File: config.mk
export PLATFORM = sky130hd
export DESIGN_NAME = instr_queue
export DESIGN_NICKNAME = d
export VERILOG_FILES = /design/src/rtl/instr_queue.sv
export SDC_FILE = /design/constraint.sdc
export NUM_CORES = 1
export LEC_CHECK = 0
export CORE_MARGIN = 2
export CORE_UTILIZATION = 50
export DETAILED_ROUTE_END_ITERATION = 8
export GPL_ROUTABILITY_DRIVEN = 0
export HOLD_SLACK_MARGIN = 0.06
export PLACE_DENSITY_LB_ADDON = 0.15
export SLEW_MARGIN = 20
export SYNTH_ARGS = -nofsm -noshare
export SYNTH_HDL_FRONTEND = slang
export SYNTH_SLANG_ARGS = --single-unit
File: constraint.sdc
create_clock -name clk -period 6.55 [get_ports clk]
set_input_delay 1.31 -clock clk [delete_from_list [all_inputs] [get_ports clk]]
set_output_delay 1.31 -clock clk [all_outputs]
set_load 0.02 [all_outputs]
File: src/rtl/instr_queue.sv
// Dual-issue instruction queue between fetch and decode: a circular buffer of
// {instr, pc} entries that accepts up to two fetched instructions per cycle and presents the two oldest.
module instr_queue #(
  parameter int unsigned WORD  = 32,
  parameter int unsigned DEPTH = 8
) (
  input  logic                    clk,
  input  logic                    reset,
  input  logic                    flush,
  input  logic                    in_valid1,
  input  logic                    in_valid2,
  input  logic [0:WORD-1]         in_instr1,
  input  logic [0:WORD-1]         in_instr2,
  input  logic [0:WORD-1]         in_pc,
  output logic                    in_ready,
  output logic [0:WORD-1]         out_instr1,
  output logic [0:WORD-1]         out_instr2,
  output logic [0:WORD-1]         out_pc1,
  output logic [0:WORD-1]         out_pc2,
  output logic                    out_valid1,
  output logic                    out_valid2,
  input  logic [0:1]              issue_cnt,
  output logic [0:$clog2(DEPTH)]  count,
  output logic                    issue_err
);

  localparam int unsigned AW = $clog2(DEPTH);
  localparam int unsigned CW = AW + 1;

  logic [0:WORD-1] mem_instr [DEPTH];
  logic [0:WORD-1] mem_pc    [DEPTH];

  logic [0:AW-1] rd_ptr, wr_ptr, rd_ptr_nx1, wr_ptr_nx1;
  logic [0:1]    n_wr, n_req, n_iss;
  logic          wr_en, over_issue;
  logic [0:WORD-1] pc2;

  always_comb begin
    in_ready   = (count <= CW'(DEPTH - 2));
    wr_en      = in_ready & (in_valid1 | in_valid2) & ~flush;
    n_wr       = wr_en ? ({1'b0, in_valid1} + {1'b0, in_valid2}) : '0;
    n_req      = (issue_cnt == 2'd3) ? 2'd2 : issue_cnt;
    // An over-request can only happen with count < 2, so its low two bits are the clamp.
    n_iss      = (CW'(n_req) > count) ? count[CW-2:CW-1] : n_req;
    over_issue = (issue_cnt == 2'd3) | (CW'(issue_cnt) > count);
    pc2        = in_pc + WORD'(4);
    rd_ptr_nx1 = rd_ptr + AW'(1);
    wr_ptr_nx1 = wr_ptr + AW'(1);
  end

  always_ff @(posedge clk or negedge reset) begin
    if (!reset) begin
      rd_ptr    <= '0;
      wr_ptr    <= '0;
      count     <= '0;
      issue_err <= 1'b0;
    end else if (flush) begin
      rd_ptr <= '0;
      wr_ptr <= '0;
      count  <= '0;
    end else begin
      rd_ptr <= rd_ptr + AW'(n_iss);
      wr_ptr <= wr_ptr + AW'(n_wr);
      count  <= count + CW'(n_wr) - CW'(n_iss);
      if (over_issue) issue_err <= 1'b1;
    end
  end

  // Entry storage carries no reset; occupancy alone decides validity.
  always_ff @(posedge clk) begin
    if (wr_en) begin
      if (in_valid1) begin
        mem_instr[wr_ptr] <= in_instr1;
        mem_pc[wr_ptr]    <= in_pc;
        if (in_valid2) begin
          mem_instr[wr_ptr_nx1] <= in_instr2;
          mem_pc[wr_ptr_nx1]    <= pc2;
        end
      end else begin
        mem_instr[wr_ptr] <= in_instr2;
        mem_pc[wr_ptr]    <= pc2;
      end
    end
  end

  always_comb begin
    out_valid1 = (count >= CW'(1));
    out_valid2 = (count >= CW'(2));
    out_instr1 = mem_instr[rd_ptr];
    out_pc1    = mem_pc[rd_ptr];
    out_instr2 = mem_instr[rd_ptr_nx1];
    out_pc2    = mem_pc[rd_ptr_nx1];
  end

endmodule

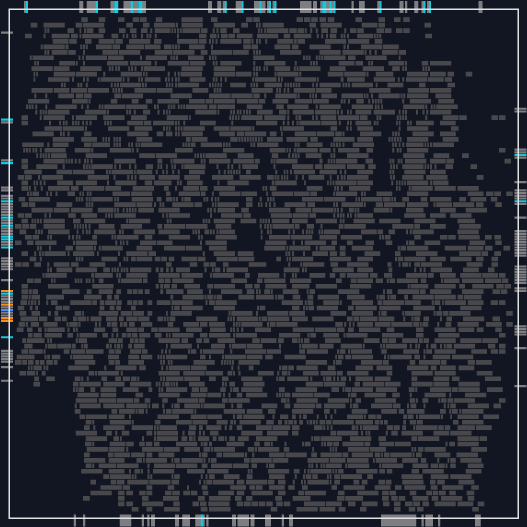
Run 1: pin placement
Scale: 2 px per um. Pins as bars across the die edge, other pins in grey.
| colour | port | pins | direction | edge |
|---|---|---|---|---|
| cyan | `in_instr2` | 32 | input | 19 top, 10 left, 2 right, 1 bottom |
| orange | `count` | 4 | output | left |
| blue | `in_valid2` | 1 | input | left |
all pins by edge: 79 top, 68 bottom, 53 left, 39 right

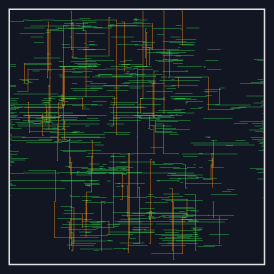
Run 1: signal wires by layer
Scale: 1 px per um. Only two layers are drawn.
| colour | layer | wire length |
|---|---|---|
| green | M3 | 9780 um |
| orange | M4 | 3100 um |
Vias: 21620
Global Route Usage Sum: 29.76%
Avg WL per Cell: 26.63 um
WL final: 95110 um

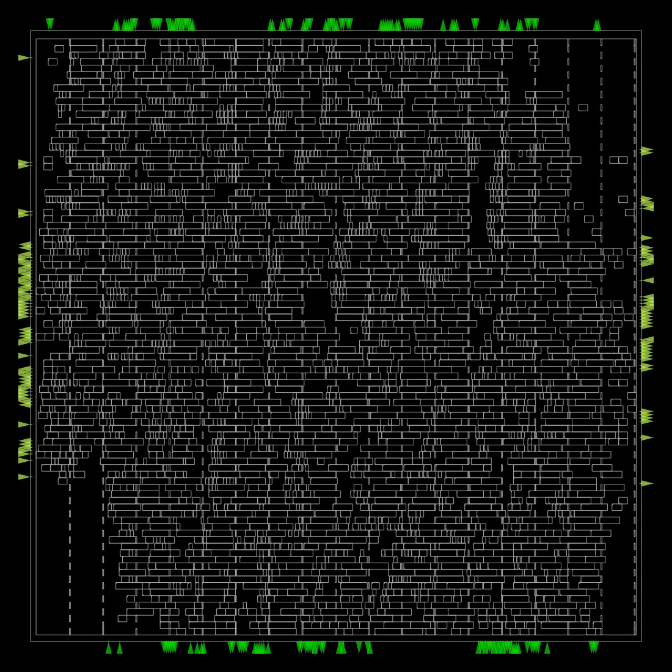
Run 1: placed standard cells
fillers: 4998
post-layout util: 58.11%
final cell count without fillers: 3571
sequential share of cell area: 43.67%
Rows: 91

[run 1: per-layer routing]
layer,GRT usage [%],vias to the layer above
met3,5.797,199
met2,48.67,1231
met1,40.11,10870
li1,-,9317
met5,0,-
met4,10.13,4
[run 1: area by class of cell]
type	count	area (um2)
well taps	837	1047
inverters	20	75.07
repair buffers	293	2895
fillers	4998	25850
clock buffers	80	1534
flip-flops and latches	523	15660
diodes	7	17.52
clock inverters	18	105.1
multi-input cells	1793	14530
[run 1: cell usage after synthesis, types with 20 or more instances]
cell and number:
xnor2_1 172, buf_2 45, inv_1 20, clkbuf_2 30
mux4_2 256, xor2_1 67, nor2_1 66, clkbuf_1 136
nand2_1 971, edfxtp_1 512, mux2_2 128, buf_1 44
[run 1: where the power goes]
group / switching (mW) / internal [mW] / total (mW)
logic: 3.51 / 3.23 / 6.74
clock network: 1.33 / 1.62 / 2.95
registers: 0.207 / 3.92 / 4.12
[run 1: worst max-delay path: stages, from the launching register on]
cell and delay (ps):
dfrtp_4 920, ha_4 260, xor2_4 800, buf_4 540, mux2_2 430, clkdlybuf4s50_1 550
[run 1: registers in the layout, summed over array words and instances (netlist names)]
name,count
count,4
issue_err,1
mem_instr,256
mem_pc,256
rd_ptr,3
wr_ptr,3
[run 1: worst paths after layout]
check | startpoint | endpoint | slack (ps) | depth (start not counted)
setup / recovery | rd_ptr[2]$_DFF_PN0_ | out_instr2[26] | 1080 | 5
hold / removal | issue_err$_DFFE_PN0P_ | issue_err$_DFFE_PN0P_ | 480 | 1
setup reg to reg | count[0]$_DFF_PN0_ | mem_instr[4][24]$_DFFE_PP_ | 2990 | 9
hold reg to reg | issue_err$_DFFE_PN0P_ | issue_err$_DFFE_PN0P_ | 480 | 1
max in group asynchronous | reset | rd_ptr[1]$_DFF_PN0_ | 5100 | 1
min in group asynchronous | reset | wr_ptr[0]$_DFF_PN0_ | 1030 | 1
[run 1: per-stage QoR]
stage                     utilization [%]  instance area [um2]  power, mW  worst slack [ps]  std cells
final                               58.11                35860      13.81              1083       3571
after global placement              55.43                34200      10.86              1397       3466
after global routing                58.10                35850      14.30             924.4       3568
after floorplan                         -                31180      8.329             316.6       2603
after detailed placement            55.43                34200      10.92              1405       3466
after CTS                           58.08                35840      13.86              1042       3564
[run 1: logic make-up (layout without fill, tap and decap cells)]
kind of cell	after synthesis	in the layout	share of synthesized area, %
other	0	7	0
multiplexers	385	385	23.15
AND-OR/OR-AND	34	34	0.6822
AND/OR/NAND/NOR	1114	1114	14.39
flip-flops	523	523	50.19
adder cells (fa/ha/maj)	21	21	0.9390
buffers and inverters	287	411	3.937
XOR/XNOR	239	239	6.713
==> impl_metrics.ini, run 1 <==
; implementation run metrics
[clocking]
cts_resized = 0
clkSinkCount = 523
clk_path_buf_depth = 3
worstSkewPairLatency_ps = 630
cts_tree = built
hold_buffers = 0
h-tree-depth = 2

[routing]
first_iter_violations = 2237
dr.pass1.iters = 7
dr_wl_met3_um = 9780
ant_nets = 0

[synthesis]
ys_seq_elements = 523
netlist_area_um2 = 31180
synth-edff-count = 512
ys_chip_area_um2 = 31180
yosys_cells = 2603
syn_avg_cell_area_um2 = 11.98
synth_top_area_share_pct = 49.31
synth_top_cell_by_area = edfxtp_1
synth.distinct_cells = 49
syn-num-nets = 2727
top_cells_by_area = edfxtp_1 (49%), mux4_2 (18%), nand2_1 (12%)
seq_area_frac_synth_pct = 50.19

[sta]
finalMaxSlewViolations = 0
finalSetupViolCount = 0
clock.fmax_mhz = 182.9
tns_ps = 0
fin_crit_sh_pct = 83.46
period_needed_ps = 5467

[finish]
area_growth_pct = 15.01
final_nets = 2812
final_layout_size_suffix_gt1_share_pct = 20.28

[worst_setup_path]
critPathKind = flop to primary output
worst_setup_path_end_kind = primary output
cp_data_required_time_ps = 5240

[global_route]
grt_max_degree = 107
grt_pass1_wl_um = 140300
antenna_found_initial = 8

[outcome]
outcome = completed

[die]
die_h_um = 253.7
initial_core_util_pct = 50.53
die_area_um2 = 64370

[pwr]
ir_drop_uv = 465.0
leakagePower_nw = 12.46

[placement]
io_buffers = 238

[run]
max_cap_violations = 0
Run 1, I/O nets highlighted:
Scale: 1 px per um.
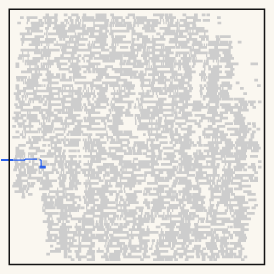

## Run 2: what changed since run 1
clock period = 5.62 ns   (was 6.55 ns; I/O delays follow)
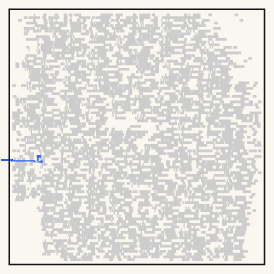
Run 2: I/O nets highlighted
Scale: 1 px per um.
| colour | port | direction | edge | end cells | buffers | wire |
|---|---|---|---|---|---|---|
| blue | `in_valid2` | input | left | 2 | 1 | 35.1 um |
I/O pins: 239
IO buf count: 238

==> run 2 against run 1 <==
  * Clock power grew 21%
  * Combinational power is 16% higher
  * Wire length is 1.7% lower
  * Global-route usage down 0.36 points
  * Sequential power rose by 16%
  * Register-to-register slack worse by 550 ps
  * Synthesized area unchanged
  * Die area is the same
  * Via count down 1.4%
  * Critical path depth shrank 1
  * Power increased by 17%
  * Cell count increased by 0.11%
  * Critical path type unchanged
  * Critical endpoint is now out_instr2[9]
  * Highest routed layer unchanged
==> impl_metrics.ini, run 2 <==
; implementation run metrics
[synthesis]
synth-edff-count = 512
simple_gate_share_pct = 14.39
ys_top_cells_by_count = nand2_1 (971), edfxtp_1 (512), mux4_2 (256)
synth.distinct_cells = 49
synth_top_area_share_pct = 49.31
yosys.area_share.aoi_pct = 0.6822
netlist_area_um2 = 31180
syn-num-nets = 2727

[outcome]
outcome = completed

[clocking]
cts_tree = built
hold_buffers = 0

[sta]
period_needed_ps = 4785
fin_crit_sh_pct = 85.14
tns_ps = 0
clock.fmax_mhz = 209.0

[pwr]
ir_drop_uv = 409.8
power_frac_clock_pct = 22.1

[worst_setup_path]
worst_setup_path_end_kind = primary output
cp_cell_sequence = buf_12 > mux4_2 > mux2_2 > clkdlybuf4s50_1
slowest_stage = dfrtp_4

[routing]
num_vias = 21320
routed_wl_um = 93470
wl_per_cell_um = 26.15
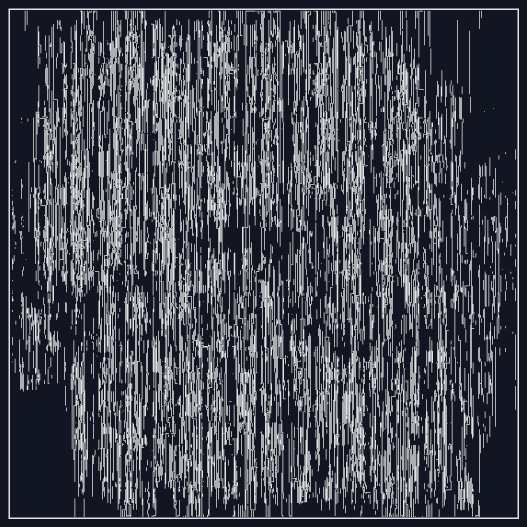
Run 2: metal 2
Scale: 2 px per um.
nets with wire on the layer: 2253
wire length on this layer: 45.3 mm
longest straight run: 102 um
main direction: vertical

[run 2: cell types whose count changed in the layout (fill, tap and decap cells not counted), moves of 2 or more]
cell      delta
clkbuf_1     -4
inv_6        +2
buf_12       +6
buf_4        -3
diode_2      -4
clkbuf_8     +4
[run 2: power groups by stage]
stage | clock network, mW | registers (mW) | logic, mW
floorplan | 0 | 4.74 | 4.97
global placement | 0 | 4.86 | 7.78
detailed placement | 0 | 4.88 | 7.85
CTS | 3.60 | 4.80 | 7.89
global route | 3.75 | 4.82 | 8.25
finish | 3.57 | 4.79 | 7.83
[run 2: cells by family after synthesis]
group / Yosys count
and+or+nand+nor: 1114
DFF: 523
muxes: 385
buffers and inverters: 287
xor gates and xnor gates: 239
AOI/OAI and AO/OA: 34
adders and majority gates: 21
[run 2: worst paths after layout]
kind,startpoint,end,slack [ps],depth (start not counted)
min reg2reg,issue_err$_DFFE_PN0P_,issue_err$_DFFE_PN0P_,480,1
max reg2reg,count[2]$_DFF_PN0_,count[0]$_DFF_PN0_,2440,13
max in group asynchronous,reset,rd_ptr[0]$_DFF_PN0_,4350,1
min in group asynchronous,reset,wr_ptr[1]$_DFF_PN0_,870,1
min,issue_err$_DFFE_PN0P_,issue_err$_DFFE_PN0P_,480,1
max,rd_ptr[2]$_DFF_PN0_,out_instr2[9],840,4
[run 2: layer usage]
metal | share of wire [%] | GRT usage, % | vias up
met3 | 9.1 | 5.306 | 243
met2 | 48 | 48.29 | 1059
met1 | 39 | 39.66 | 10680
met4 | 3.5 | 10.20 | 10
li1 | - | - | 9325
met5 | 0.073 | 0 | -
[run 2: cell type report]
type | instances | area (um2)
diodes | 3 | 7.507
clock buffers | 81 | 1599
clock inverters | 22 | 137.6
fillers | 5026 | 25670
inverters | 20 | 75.07
multi-input cells | 1793 | 14530
flip-flops and latches | 523 | 15660
well taps | 837 | 1047
repair buffers | 296 | 2993
[run 2: through the flow]
stage          hold WS, ps  utilization [%]  std cells  cell area [um2]  setup WS (ps)
4_1_cts              485.8            58.40       3572            36040          758.4
2_1_floorplan        592.3                -       2603            31180         -427.4
3_3_place_gp         465.4            55.58       3469            34300          879.3
3_5_place_dp         469.7            55.58       3469            34300          734.5
5_1_grt              513.9            58.41       3575            36050          666.9
6_report             482.0            58.41       3575            36050          835.0
No activity file was given, so power comes from the tool's default toggle rates.
